Figure 1. Sequential cells colored by netlist name (run 1).
Scale: 3 px per um. Other sequential cells in the stronger gray, the rest of the logic in the fainter gray.
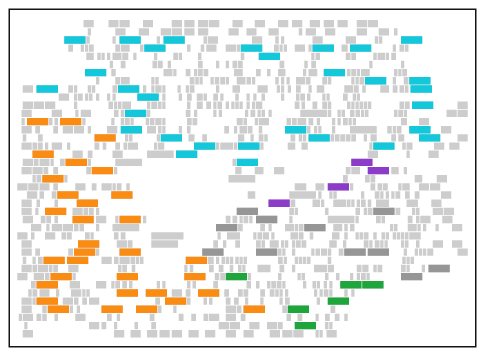
Figure 2. Clock nets (run 1).
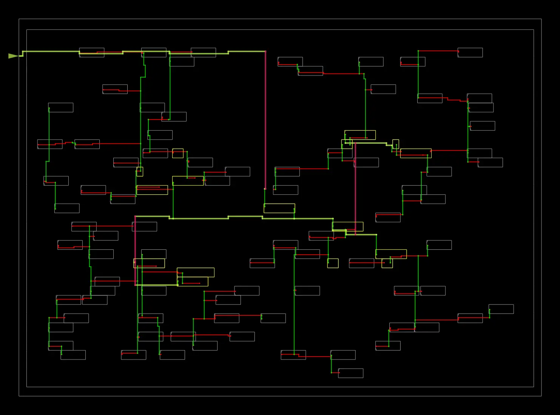
Figure 3. Cell density map (run 1).
Scale: 2 px per um. 16 x 11 tiles, from white (low) to dark blue (high), 0 to 100% covered.
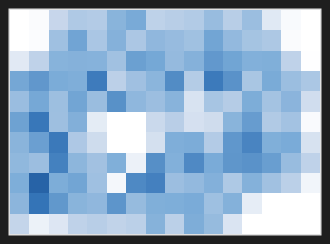
**src/rtl/fs_accel_config_loader_if.sv**
```systemverilog
// Loader-side bus bundle: descriptor memory read port plus accelerator config write port.
// The loader sits on the master modport; the memory/config-register side uses slave.
interface fs_accel_config_loader_if;
    logic        mem_valid;
    logic [31:0] mem_addr;
    logic        mem_ready;
    logic [31:0] mem_rdata;
    logic [31:0] config_data;
    logic [4:0]  config_sel;
    logic        config_wen;

    modport master (
        output mem_valid, mem_addr, config_data, config_sel, config_wen,
        input  mem_ready, mem_rdata
    );

    modport slave (
        input  mem_valid, mem_addr, config_data, config_sel, config_wen,
        output mem_ready, mem_rdata
    );
endinterface

```
**src/rtl/fs_accel_config_loader.sv**
```systemverilog
// Walks one layer descriptor in memory and replays it as a sequence of config register
// writes: 16 header words, then (select, multiplier, shift) triples per quant channel.
module fs_accel_config_loader #(
    parameter int MAX_CH = 36
) (
    input  logic                       clk,
    input  logic                       reset,
    input  logic                       start,
    input  logic [31:0]                desc_base_addr,
    input  logic [5:0]                 num_quant_ch,
    fs_accel_config_loader_if.master   bus,
    output logic                       busy,
    output logic                       done,
    output logic                       err
);

    typedef enum logic [3:0] {
        IDLE,
        HDR_FETCH,
        HDR_WR,
        QSEL_WR,
        QMUL_FETCH,
        QMUL_WR,
        QSH_FETCH,
        QSH_WR,
        DONE
    } state_t;

    localparam logic [4:0] SEL_QSEL = 5'd12;
    localparam logic [4:0] SEL_QMUL = 5'd13;
    localparam logic [4:0] SEL_QSH  = 5'd14;

    state_t      state_q, state_d;
    logic [31:0] addr_q;
    logic [31:0] data_q;
    logic [3:0]  hdr_idx_q;
    logic [5:0]  ch_idx_q;
    logic [5:0]  n_q;
    logic        err_q;

    logic        fetching;
    logic        mem_hs;
    logic        start_ok;
    logic        start_bad;
    logic        last_hdr;
    logic        last_ch;
    logic [4:0]  hdr_sel;

    assign fetching  = (state_q == HDR_FETCH) || (state_q == QMUL_FETCH) || (state_q == QSH_FETCH);
    // mem_ready only counts while we are actually requesting
    assign mem_hs    = fetching && bus.mem_ready;
    assign start_ok  = (state_q == IDLE) && start && (num_quant_ch <= 6'(MAX_CH));
    assign start_bad = (state_q == IDLE) && start && (num_quant_ch >  6'(MAX_CH));
    assign last_hdr  = (hdr_idx_q == 4'd15);
    assign last_ch   = (ch_idx_q == n_q - 6'd1);
    // header words 12..15 land on sel 15..18, leaving 12..14 for the quant triple
    assign hdr_sel   = (hdr_idx_q < 4'd12) ? {1'b0, hdr_idx_q} : ({1'b0, hdr_idx_q} + 5'd3);

    // state register
    always_ff @(posedge clk) begin
        if (reset) state_q <= IDLE;
        else       state_q <= state_d;
    end

    // next-state logic
    always_comb begin
        state_d = state_q;
        case (state_q)
            IDLE:       if (start_ok) state_d = HDR_FETCH;
            HDR_FETCH:  if (bus.mem_ready) state_d = HDR_WR;
            HDR_WR: begin
                if (!last_hdr)        state_d = HDR_FETCH;
                else if (n_q != 6'd0) state_d = QSEL_WR;
                else                  state_d = DONE;
            end
            QSEL_WR:    state_d = QMUL_FETCH;
            QMUL_FETCH: if (bus.mem_ready) state_d = QMUL_WR;
            QMUL_WR:    state_d = QSH_FETCH;
            QSH_FETCH:  if (bus.mem_ready) state_d = QSH_WR;
            QSH_WR:     state_d = last_ch ? DONE : QSEL_WR;
            DONE:       state_d = IDLE;
            default:    state_d = IDLE;
        endcase
    end

    // address, capture and sequencing counters
    always_ff @(posedge clk) begin
        if (reset) begin
            addr_q    <= '0;
            data_q    <= '0;
            hdr_idx_q <= '0;
            ch_idx_q  <= '0;
            n_q       <= '0;
            err_q     <= 1'b0;
        end else begin
            err_q <= start_bad;
            if (start_ok) begin
                addr_q    <= {desc_base_addr[31:2], 2'b00};
                n_q       <= num_quant_ch;
                hdr_idx_q <= '0;
                ch_idx_q  <= '0;
            end
            if (mem_hs) begin
                data_q <= bus.mem_rdata;
                addr_q <= addr_q + 32'd4;
            end
            if (state_q == HDR_WR) hdr_idx_q <= hdr_idx_q + 4'd1;
            if (state_q == QSH_WR) ch_idx_q  <= ch_idx_q + 6'd1;
        end
    end

    // outputs
    always_comb begin
        bus.mem_valid   = fetching;
        bus.mem_addr    = addr_q;
        bus.config_wen  = 1'b0;
        bus.config_sel  = '0;
        bus.config_data = '0;
        busy            = (state_q != IDLE);
        done            = (state_q == DONE);
        err             = err_q;
        case (state_q)
            HDR_WR: begin
                bus.config_wen  = 1'b1;
                bus.config_sel  = hdr_sel;
                bus.config_data = data_q;
            end
            QSEL_WR: begin
                bus.config_wen  = 1'b1;
                bus.config_sel  = SEL_QSEL;
                bus.config_data = {26'd0, ch_idx_q};
            end
            QMUL_WR: begin
                bus.config_wen  = 1'b1;
                bus.config_sel  = SEL_QMUL;
                bus.config_data = data_q;
            end
            QSH_WR: begin
                bus.config_wen  = 1'b1;
                bus.config_sel  = SEL_QSH;
                bus.config_data = data_q;
            end
            default: ;
        endcase
    end

endmodule

```
**src/flat_wrapper.sv**
```systemverilog
// flat-port wrapper written by rule: the top's interface ports become plain ports
module fs_accel_config_loader_flat 
#(
    parameter int MAX_CH = 36
)
  (clk, reset, start, desc_base_addr, num_quant_ch, busy, done, err, bus_mem_valid, bus_mem_addr, bus_config_data, bus_config_sel, bus_config_wen, bus_mem_ready, bus_mem_rdata);
  fs_accel_config_loader_if bus_i ();
  input  logic clk;
  input  logic reset;
  input  logic start;
  input  logic [31:0] desc_base_addr;
  input  logic [5:0] num_quant_ch;
  output logic busy;
  output logic done;
  output logic err;
  output wire logic [$bits(bus_i.mem_valid)-1:0] bus_mem_valid;
  output wire logic [$bits(bus_i.mem_addr)-1:0] bus_mem_addr;
  output wire logic [$bits(bus_i.config_data)-1:0] bus_config_data;
  output wire logic [$bits(bus_i.config_sel)-1:0] bus_config_sel;
  output wire logic [$bits(bus_i.config_wen)-1:0] bus_config_wen;
  input wire logic [$bits(bus_i.mem_ready)-1:0] bus_mem_ready;
  input wire logic [$bits(bus_i.mem_rdata)-1:0] bus_mem_rdata;
  assign bus_mem_valid = bus_i.mem_valid;
  assign bus_mem_addr = bus_i.mem_addr;
  assign bus_config_data = bus_i.config_data;
  assign bus_config_sel = bus_i.config_sel;
  assign bus_config_wen = bus_i.config_wen;
  assign bus_i.mem_ready = bus_mem_ready;
  assign bus_i.mem_rdata = bus_mem_rdata;
  fs_accel_config_loader #(.MAX_CH(MAX_CH)) u_core (.clk(clk), .reset(reset), .start(start), .desc_base_addr(desc_base_addr), .num_quant_ch(num_quant_ch), .bus(bus_i), .busy(busy), .done(done), .err(err));
endmodule
```
**config.mk**
```make
export PLATFORM = sky130hd
export DESIGN_NAME = fs_accel_config_loader_flat
export DESIGN_NICKNAME = d
export VERILOG_FILES = /design/src/rtl/fs_accel_config_loader_if.sv /design/src/rtl/fs_accel_config_loader.sv /design/src/flat_wrapper.sv
export SDC_FILE = /design/constraint.sdc
export NUM_CORES = 1
export LEC_CHECK = 0
export ABC_AREA = 1
export CORE_AREA = 2 2 153 110
export DETAILED_ROUTE_END_ITERATION = 8
export DIE_AREA = 0 0 155 112
export PLACE_DENSITY = 0.53
export SLEW_MARGIN = 0
export SYNTH_ARGS = -nofsm -noshare
export SYNTH_HDL_FRONTEND = slang
export SYNTH_SLANG_ARGS = --single-unit
```
**constraint.sdc**
```tcl
create_clock -name clk -period 3.77 [get_ports clk]
set_clock_uncertainty 0.2 [all_clocks]
set_input_delay 0.5655 -clock clk [delete_from_list [all_inputs] [get_ports clk]]
set_output_delay 0.5655 -clock clk [all_outputs]
set_load 0.01 [all_outputs]
```
==> CHANGELOG.md, run 1 <==
### Physical design

- Status: completed
- I/O Buffers: 143
- XORs/XNORs by Area: 0.0186
- Final hold vios: 0
- FP Core Util: 0.295
- Met3 WL post-DR: approximately 1.3 mm
- Non-Filler Instances: ~1100
- OpenROAD warning count: 30
- Worst Tran Pin Value: approximately 1100 ps
- CP max FO: 26
- Crit-path leading delay family: simple AND/OR/NAND/NOR gates
- Placed Area: ~6300 um2
- Synth unique cells: 35
- Final hold slack: around 250 ps
- Seq share, synth: 0.353
- Remaining antenna violation count after routing: 0
- RR Endpoint: u_core.bus.mem_addr[20]
- Number of enable flip-flop cells: 0
- Simple Share, Synth: 0.317
- Hold WC Path Type: register to register
- Htree depth: 3
- Worst path slowest cell: nor2_2
- Synth Area in Adders: 0.0159
- Worst Setup Start Kind: register
- Ao+oa area frac: 0.183
- N_diodes: 0
- GR Util met2: 0.235
- Vias in the first global route: 4579
- Ys Warns: 0
- Fin util: 0.413
- Area share, top type: 0.353
- R2r setup slk: about 1300 ps
- RSZ-0062 raised after global routing: no
- Total vias in the final route: 5053
- Top cell by count, worst path: nor2_1
- Chip area line of the yosys report: approximately 4700 um2
- Relative slew slack: 0.271
- Fin area: about 6600 um2
- Placer Congestion: 0.886
- IO Pins: ~150
- Row cnt: 39
- P_leak: 2.39 nW
- TritonCTS buffer count: 9
- Initial antenna violation count: 0
- Remaining DRCs: 0
- Comb area leader: simple AND/OR/NAND/NOR gates
- Wire length per cell after detailed routing: approximately 14 um
- R2R cell count: 10
- Ratio of final minimum period to clock period: 0.896
- Final worst setup slack: about 390 ps
- Core Area: ~16000 um2
- CTS sink count: slightly above 80
- Critical path required time: 3000 ps
- CTS tree: done
- Crit path cell chain: nor2_1 -> nand2_1 -> inv_1 -> nor2_2 -> nor2_1 -> clkdlybuf4s50_1
- Post-synth top cells: nand2_1, nor2_1, inv_1
- Clock-pin transition on the worst setup and hold timing paths: about 70 ps
- Worst vdd ir: roughly 0.00021 V
- DRT iter0 DRCs: 368
- Busiest grt layer: met1
- Clk buf depth: 2
- Top sig layer: met4
- Worst Setup End Kind: output pin
- Die Size: between 15000 and 20000 um2
About Figure 1:
netlist name	color	sequential cells
u_core.data_q	orange	32
u_core.bus.mem_addr	cyan	30
u_core.hdr_idx_q	purple	4
u_core.n_q	green	6
not colored	11

About Figure 2:
P_clk: 915 uW
clk ins delay skew pair: 340 ps

About Figure 3:
nearly empty tiles	9.7%
fullest tile	79%
emptiest ninth of the die	south-east
tiles over 75% full	0.60%
mean over tiles	36%

run 1: tightest hold or removal path, stage by stage, from the launching register on:
cell     delay [ps]
dfxtp_1         300
inv_1            60
a21oi_1          50
run 1: placed cells by master (no fill, tap or decap), types with 8 or more instances in the layout:
cell type	count
inv_1	87
nand3_1	37
buf_4	8
nand4_1	8
nor2_1	114
xor2_1	9
nand2_1	163
nor3_1	20
dfxtp_1	83
clkbuf_16	9
a21oi_1	69
o21ai_0	76
clkdlybuf4s50_1	143
run 1: flip-flops by register name, summed over array words and instances, names as in the netlist:
name                 cells
u_core.bus.mem_addr     30
u_core.ch_idx_q          6
u_core.data_q           32
u_core.err               1
u_core.hdr_idx_q         4
u_core.n_q               6
u_core.state_q           4
run 1: worst min path at each step:
| stage | cells after the start | slack, ps | to |
|---|---|---|---|
| 3_3_place_gp | 2 | 250 | u_core.data_q[25] |
| 5_1_grt | 2 | 270 | u_core.data_q[17] |
| 4_1_cts | 2 | 260 | u_core.data_q[21] |
| 2_1_floorplan | 2 | 230 | u_core.data_q[19] |
| 6_report | 2 | 250 | u_core.data_q[17] |
| 3_5_place_dp | 2 | 250 | u_core.data_q[21] |
run 1: where the power goes:
part           total [mW]  leakage (nW)  switching (mW)  internal [mW]
clock network       0.915         0.151           0.395          0.520
logic                1.11          1.56           0.648          0.462
registers            1.19         0.678           0.146           1.04
total                3.21          2.39            1.19           2.02
run 1: cell type report:
type / count / area [um2] / share of cell area
clock inverters: 7 / 75.1 / 0.0114
clock buffers: 9 / 225 / 0.0342
multi-input cells: 541 / 2530 / 0.384
repair buffers: 151 / 1490 / 0.227
inverters: 90 / 343 / 0.0521
flip-flops and latches: 83 / 1660 / 0.252
well taps: 205 / 256 / 0.0390
Figure 4. Routed metal, one color a layer (run 1).
Scale: 3 px per um.
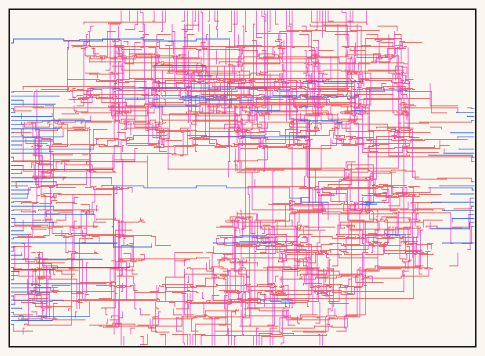

==> inputs of run 2 (changes only) <==
Settings changed: CORE_AREA 2 2 153 110 to 2 2 133 96, DIE_AREA 0 0 155 112 to 0 0 135 98, PLACE_DENSITY 0.53 to 0.68.
Figure 5. Routed metal, one color a layer (run 2).
Scale: 4 px per um.
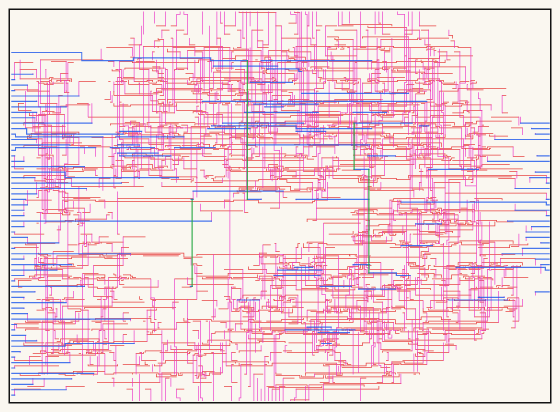
layer	color	wire length
met2	magenta	5430 um
met1	red	7140 um
met3	blue	1480 um
met4	green	93.8 um

Figure 6. Sequential cells colored by netlist name (run 2).
Scale: 4 px per um. Other sequential cells in the stronger gray, the rest of the logic in the fainter gray.
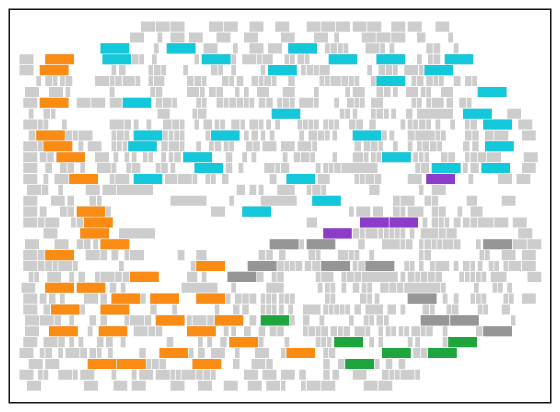
netlist name	color	sequential cells
u_core.bus.mem_addr	cyan	30
u_core.n_q	green	6
u_core.hdr_idx_q	purple	4
u_core.data_q	orange	32
not colored	11

==> run 2 against run 1 <==
Maximum frequency shrank 1.7%. Synthesized cell count is the same. Clock-buffer cell count grew 2. Register-to-register slack gained 150 ps. Largest power group unchanged. Utilization grew 12 points.
==> CHANGELOG.md, run 2 <==
### Physical design

- Crit path cell chain: inv_1 -> nor2_1 -> nand2_1 -> inv_1 -> nor2_1 -> buf_4 -> nor2_1 -> clkdlybuf4s50_1
- Die Span Y: approximately 100 um
- Vias per inst: 4.90
- TritonCTS buffer count: 9
- N_diodes: 0
- Grt ovf: 0
- CTS tree: done
- Vias in the first global route: between 4000 and 5000
- Cell internal pwr: approximately 2.0 mW
- Most common reg cell: dfxtp_1
- GR Util met2: 0.293
- Synth Area in Adders: 0.0159
- Met1 global-route usage: 0.335
- Core Area: roughly 12000 um2
- Asr flop ratio synth: 0
- OpenROAD warning count: 30
- Remaining DRCs: 0
- XORs/XNORs by Area: 0.0186
- CTS resizes: 0
- Detailed-route wire length: approximately 14 mm
- Final worst setup slack: approximately 330 ps
- Layout cells sized above 1: 0.0410
- Place WS: 730 ps
- Fmax: slightly below 300 MHz
- Wire length per cell after detailed routing: around 14 um
- Fillers: 1222
- Met3 usage: 0.0784
- DRT Pass-1 Iters: 6
- Synth unique cells: 35
- DRT iter0 DRCs: 366
- Count leader, synth: nand2_1
- Worst vdd ir: around 0.00028 V
- Comb area leader: simple AND/OR/NAND/NOR gates
- Row cnt: 34
- Remaining antenna violation count after routing: 0
- Top cells excl fill/tap: nand2_1, clkdlybuf4s50_1, nor2_1, inv_1, dfxtp_1
- Met2 wire length: roughly 5.4 mm
- Ao+oa area frac: 0.183
- MaxCap Viol Count: 0
- Post-synth top cells: nand2_1, nor2_1, inv_1
- Post-synthesis cell count: roughly 750
- Hold buffers post-CTS: 0
- Cell taking the most area after synthesis: dfxtp_1
- Worst Setup Start Kind: register
- Most frequent logic cell in the layout: nand2_1
- Ratio of final minimum period to clock period: 0.912
- # Cells Yosys: between 700 and 800
- Clock power frac: 0.266
- Mux area share: 0
- Pwr Total: a little over 3 mW
- WL met1: between 7 and 8 mm
- Area share, top type: 0.353
- Area contributors post-synth: dfxtp_1, nand2_1, nor2_1
- #FFs+latches synth: 83
- CTS sink count: 83
- Clock Tree Root: clkbuf_16
- Comb pwr share: 0.353
- Final setup fails: 0
- I/O Buffers: approximately 140
- Chip area line of the yosys report: roughly 4700 um2
- Pwr dens: 478 nW/um2
- Global Route Usage Sum: 0.219
- IO Pins: 148
- First-pass GRT wire length: roughly 23 mm
- Met3 WL post-DR: between 1 and 1.5 mm
- Hold WC Path Type: register to register
- Worst path slowest cell: clkdlybuf4s50_1
- Critical path class: register to output pin
- Simple Share, Synth: 0.317
- Sw Ratio: 0.367
- Psw: approximately 1.1 mW
- Clk buf depth: 2
- Final hold slack: roughly 260 ps
- HPWL Detailed: approximately 10 mm
- Status: completed
- RSZ-0062 raised after global routing: no
- Placer Congestion: ~0.91
- Die Wd: between 100 and 150 um
- Fin. max-slew vios: 0
- Die Size: about 13000 um2
- Clock-pin transition on the worst setup and hold timing paths: 60 ps
- Biggest register: u_core.data_q
- Logic area: between 2000 and 3000 um2
- Register area: ~1700 um2
- Number of enable flip-flop cells: 0
- Fin util: 0.537
- Clk ins delay skew pair: around 340 ps
- CP Data Arrival Time: between 2000 and 3000 ps
- Worst Tran Pin Value: between 600 and 700 ps
- Critical path required time: around 3000 ps
- Worst Setup End Kind: output pin
- Largest stage delay, worst path: about 560 ps
- Largest net degree at the start of global routing: roughly 75
- Ys Warns: 0
- P_leak: roughly 2.4 nW
- Tmin final: roughly 3400 ps
- Total vias in the final route: about 5100
- Htree depth: 3
- Post-Route Setup TNS: 0 ps
- Busiest grt layer: met1
- Initial antenna violation count: 0
- Final nets: 955
- Top sig layer: met4
- Layout Area Growth over Synthesis: 37.7%
- Final hold vios: 0
- Synthesized area: between 4000 and 5000 um2
- Top cell by count, worst path: nor2_1
- CP max FO: 26
- Syn_area_per_cell: 6.32 um2
- Seq share, synth: 0.353
- Max FFs per register: 32
- FP Core Util: 0.390
- Relative slew slack: 0.567
- Post-CTS Setup Bufs: 0
- Sequential power share: 0.382
run 2: power by group through the flow:
| stage | logic, mW | clock network [mW] | registers (mW) |
|---|---|---|---|
| floorplan | 0.698 | 0 | 1.20 |
| finish | 1.09 | 0.825 | 1.18 |
| global route | 1.24 | 0.876 | 1.21 |
| global placement | 1.09 | 0 | 1.20 |
| detailed placement | 1.10 | 0 | 1.20 |
| CTS | 1.10 | 0.838 | 1.18 |
run 2: cells by family (layout without fill, tap and decap cells):
logic type | after synthesis | count (layout)
simple gates | 358 | 358
flops | 83 | 83
other cells | 1 | 2
xor+xnor | 10 | 10
fa+ha+maj | 6 | 6
buf+inv | 123 | 255
compound gates | 165 | 165
run 2: critical path, delay by kind of cell, from the launching register on:
family / cells / cell delay (ps)
buffers and inverters: 4 / 1260
flip-flops: 1 / 460
AND/OR/NAND/NOR: 4 / 600
run 2: stage by stage:
step / area (um2) / std cells
2_1_floorplan: 4720 / 747
3_3_place_gp: 6220 / 1026
3_5_place_dp: 6220 / 1026
4_1_cts: 6490 / 1041
5_1_grt: 6490 / 1041
6_report: 6490 / 1041
run 2: layout make-up:
type / count / area share
Multi-Input combinational cell: 541 / 0.390
Sequential cell: 83 / 0.256
Timing Repair Buffer: 150 / 0.229
Inverter: 90 / 0.0528
Clock buffer: 11 / 0.0374
Tap cell: 162 / 0.0312
Clock inverter: 4 / 0.00424
run 2: worst paths after layout:
check / endpoint / slack [ps] / start / cells past startpoint
min reg2reg: u_core.data_q[10] / 260 / u_core.data_q[10] / 2
min: u_core.data_q[10] / 260 / u_core.data_q[10] / 2
max reg2reg: u_core.bus.mem_addr[9] / 1470 / u_core.state_q[3] / 10
max: bus_config_data[23] / 330 / u_core.state_q[1] / 8
Figure 7. Clock nets (run 2).
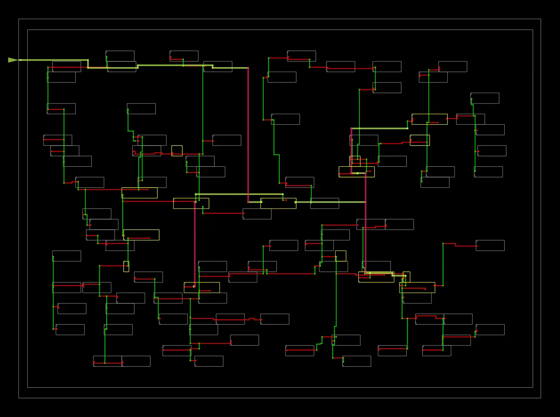

==> inputs of run 3 (changes only) <==
Settings changed: REMOVE_ABC_BUFFERS set to 1.
Figure 8. Clock nets (run 3).
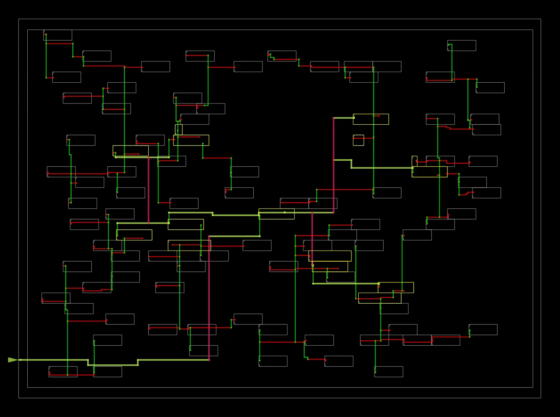
CTS sink count: 83
registers: 83
TritonCTS buffer count: 9
P_clk: 1.00 mW
clk ins delay skew pair: 330 ps

Figure 9. Floorplan with the power grid (run 3).
Scale: 3 px per um. Pins as bars on the die edge. Tap cells in gray.
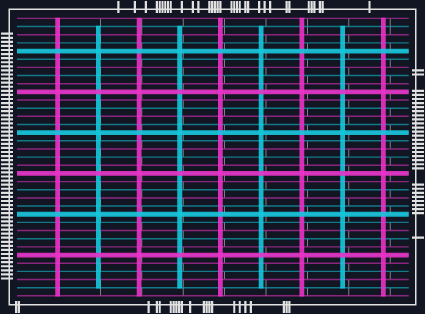
net	color
VSS	magenta
VDD	cyan
rows	34
tap cells	162
met1 rails	35
signal pins	148

==> run 3 against run 2 <==
First-iteration DRC count rose by 0.82%. Via count increased by 1.2%. Sequential power barely moved. Maximum frequency is 1.5% higher. Setup slack better by 50 ps. Non-clock buffer count is 1 lower. Largest power group unchanged.
==> CHANGELOG.md, run 3 <==
### Physical design

- Worst Setup Start Kind: register
- Remaining DRCs: 0
- R2r setup slk: about 1400 ps
- Vias per inst: 4.96
- DRT iter0 DRCs: roughly 370
- Largest stage delay, worst path: around 550 ps
- Clock power frac: 0.306
- Pwr dens: ~500 nW/um2
- Sequential power share: 0.361
- Syn_area_per_cell: 6.32 um2
- Worst vdd ir: ~0.00025 V
- Placed Area: 6210 um2
- Biggest register: u_core.data_q
- CP Data Arrival Time: between 2000 and 3000 ps
- Clk buf depth: 2
- Number of enable flip-flop cells: 0
- Logic depth of the worst path, buffers included: 8
- CP Capture Point: bus_config_data[26]
- N_diodes: 0
- Layout Area Growth over Synthesis: 38.8%
- Worst Tran Pin Value: 649 ps
- Vias in the first global route: 4585
- CTS tree: done
- RSZ-0062 raised after global routing: no
- Ratio of final minimum period to clock period: 0.899
- Total vias in the final route: 5163
- Comb pwr share: 0.333
- Final nets: ~950
- Die Span Y: 98 um
- Setup crit start: u_core.state_q[1]
- Critical path class: register to output pin
- Hold depth: 2
- Status: completed
- Global Route Usage Sum: 0.215
- Fmax: 295 MHz
- Post-CTS Setup Bufs: 0
- Non-Filler Instances: 1040
- Area contributors post-synth: dfxtp_1, nand2_1, nor2_1
- DRT Pass-1 Iters: 5
- I/O Buffers: about 140
- Initial antenna violation count: 0
- HPWL Detailed: roughly 10 mm
- Worst path slowest cell: clkdlybuf4s50_1
- Seq share, synth: 0.353
- Most common reg cell: dfxtp_1
- Tmin final: 3390 ps
- Post-synthesis cell count: around 750
- CTS resizes: 0
- Detailed-route wire length: 14.1 mm
- Placer Congestion: roughly 0.92
- Relative slew slack: 0.566
- Sw Ratio: 0.347
- Remaining antenna violation count after routing: 0
- WP buf/inv: 4
- P_leak: between 2 and 2.5 nW
- Ys Warns: 0
- Crit-path leading delay family: buffers and inverters
- Htree depth: 3
- CP max FO: 26
- Synth unique cells: 35
- Layout cells sized above 1: 0.0399
- Hold WC Path Type: register to register
- First-pass GRT wire length: about 23 mm
- # Cells Yosys: between 700 and 800
- Final hold slack: 253 ps
- Clock Tree Root: clkbuf_16
- Asr flop ratio synth: 0
- Die Size: roughly 13000 um2
- IO Pins: 148
- Count leader, synth: nand2_1
- Critical path required time: around 3000 ps
- Top cells excl fill/tap: nand2_1, clkdlybuf4s50_1, nor2_1, inv_1, dfxtp_1
- Largest net degree at the start of global routing: 59
- Fin area: between 6000 and 7000 um2
- Psw: 1.14 mW
- Area share, top type: 0.353
- FP Core Util: 0.390
- Synthesized area: between 4000 and 5000 um2
- Worst Setup End Kind: output pin
- MaxCap Viol Count: 0
- Final setup fails: 0
- Top cell by count, worst path: nor2_1
- Core Area: between 10000 and 15000 um2
- Die Wd: ~140 um
- Fin. max-slew vios: 0
- Max FFs per register: 32
- R2R cell count: 10
- Row cnt: 34
## run 3: final cells by class
class	count	area, um2
Fill cell	1199	5540
Multi-Input combinational cell	541	2530
Sequential cell	83	1660
Timing Repair Buffer	149	1480
Inverter	90	343
Clock buffer	10	229
Tap cell	162	203
Clock inverter	5	103
## run 3: power by group through the flow
stage	clock network, mW	registers (mW)	logic (mW)
final	1.00	1.18	1.09
after global routing	1.06	1.21	1.24
after CTS	1.02	1.18	1.10
after detailed placement	0	1.20	1.09
after global placement	0	1.20	1.09
after floorplan	0	1.20	0.621
## run 3: cells by family after synthesis
logic type,Yosys count,share of synthesized area
and+or+nand+nor,358,0.317
AOI/OAI and AO/OA,165,0.183
xor gates and xnor gates,10,0.0186
DFF,83,0.353
other,1,0.000796
buffers and inverters,123,0.112
adders and majority gates,6,0.0159
## run 3: through the flow
stage	util	worst slack [ps]
final	0.542	381
after global routing	0.542	146
after CTS	0.542	360
after detailed placement	0.514	755
after global placement	0.514	780
after floorplan	-	1040
## run 3: worst min-delay path by stage
stage / slack [ps] / end / startpoint
after floorplan: 230 / u_core.data_q[10] / u_core.data_q[10]
after global placement: 240 / u_core.data_q[15] / u_core.data_q[15]
after detailed placement: 250 / u_core.data_q[21] / u_core.data_q[21]
after CTS: 260 / u_core.data_q[21] / u_core.data_q[21]
after global routing: 270 / u_core.data_q[26] / u_core.data_q[26]
final: 250 / u_core.data_q[10] / u_core.data_q[10]
## run 3: layer usage
metal  share of wire  routed length [um]  global-route usage
met1            0.51                7240               0.321
met2            0.38                5340               0.298
met3           0.098                1380              0.0748
met5               0                   0                   0
met4          0.0074                 104              0.0425
Power figures rest on the tool's default switching activity, not on a simulated workload.
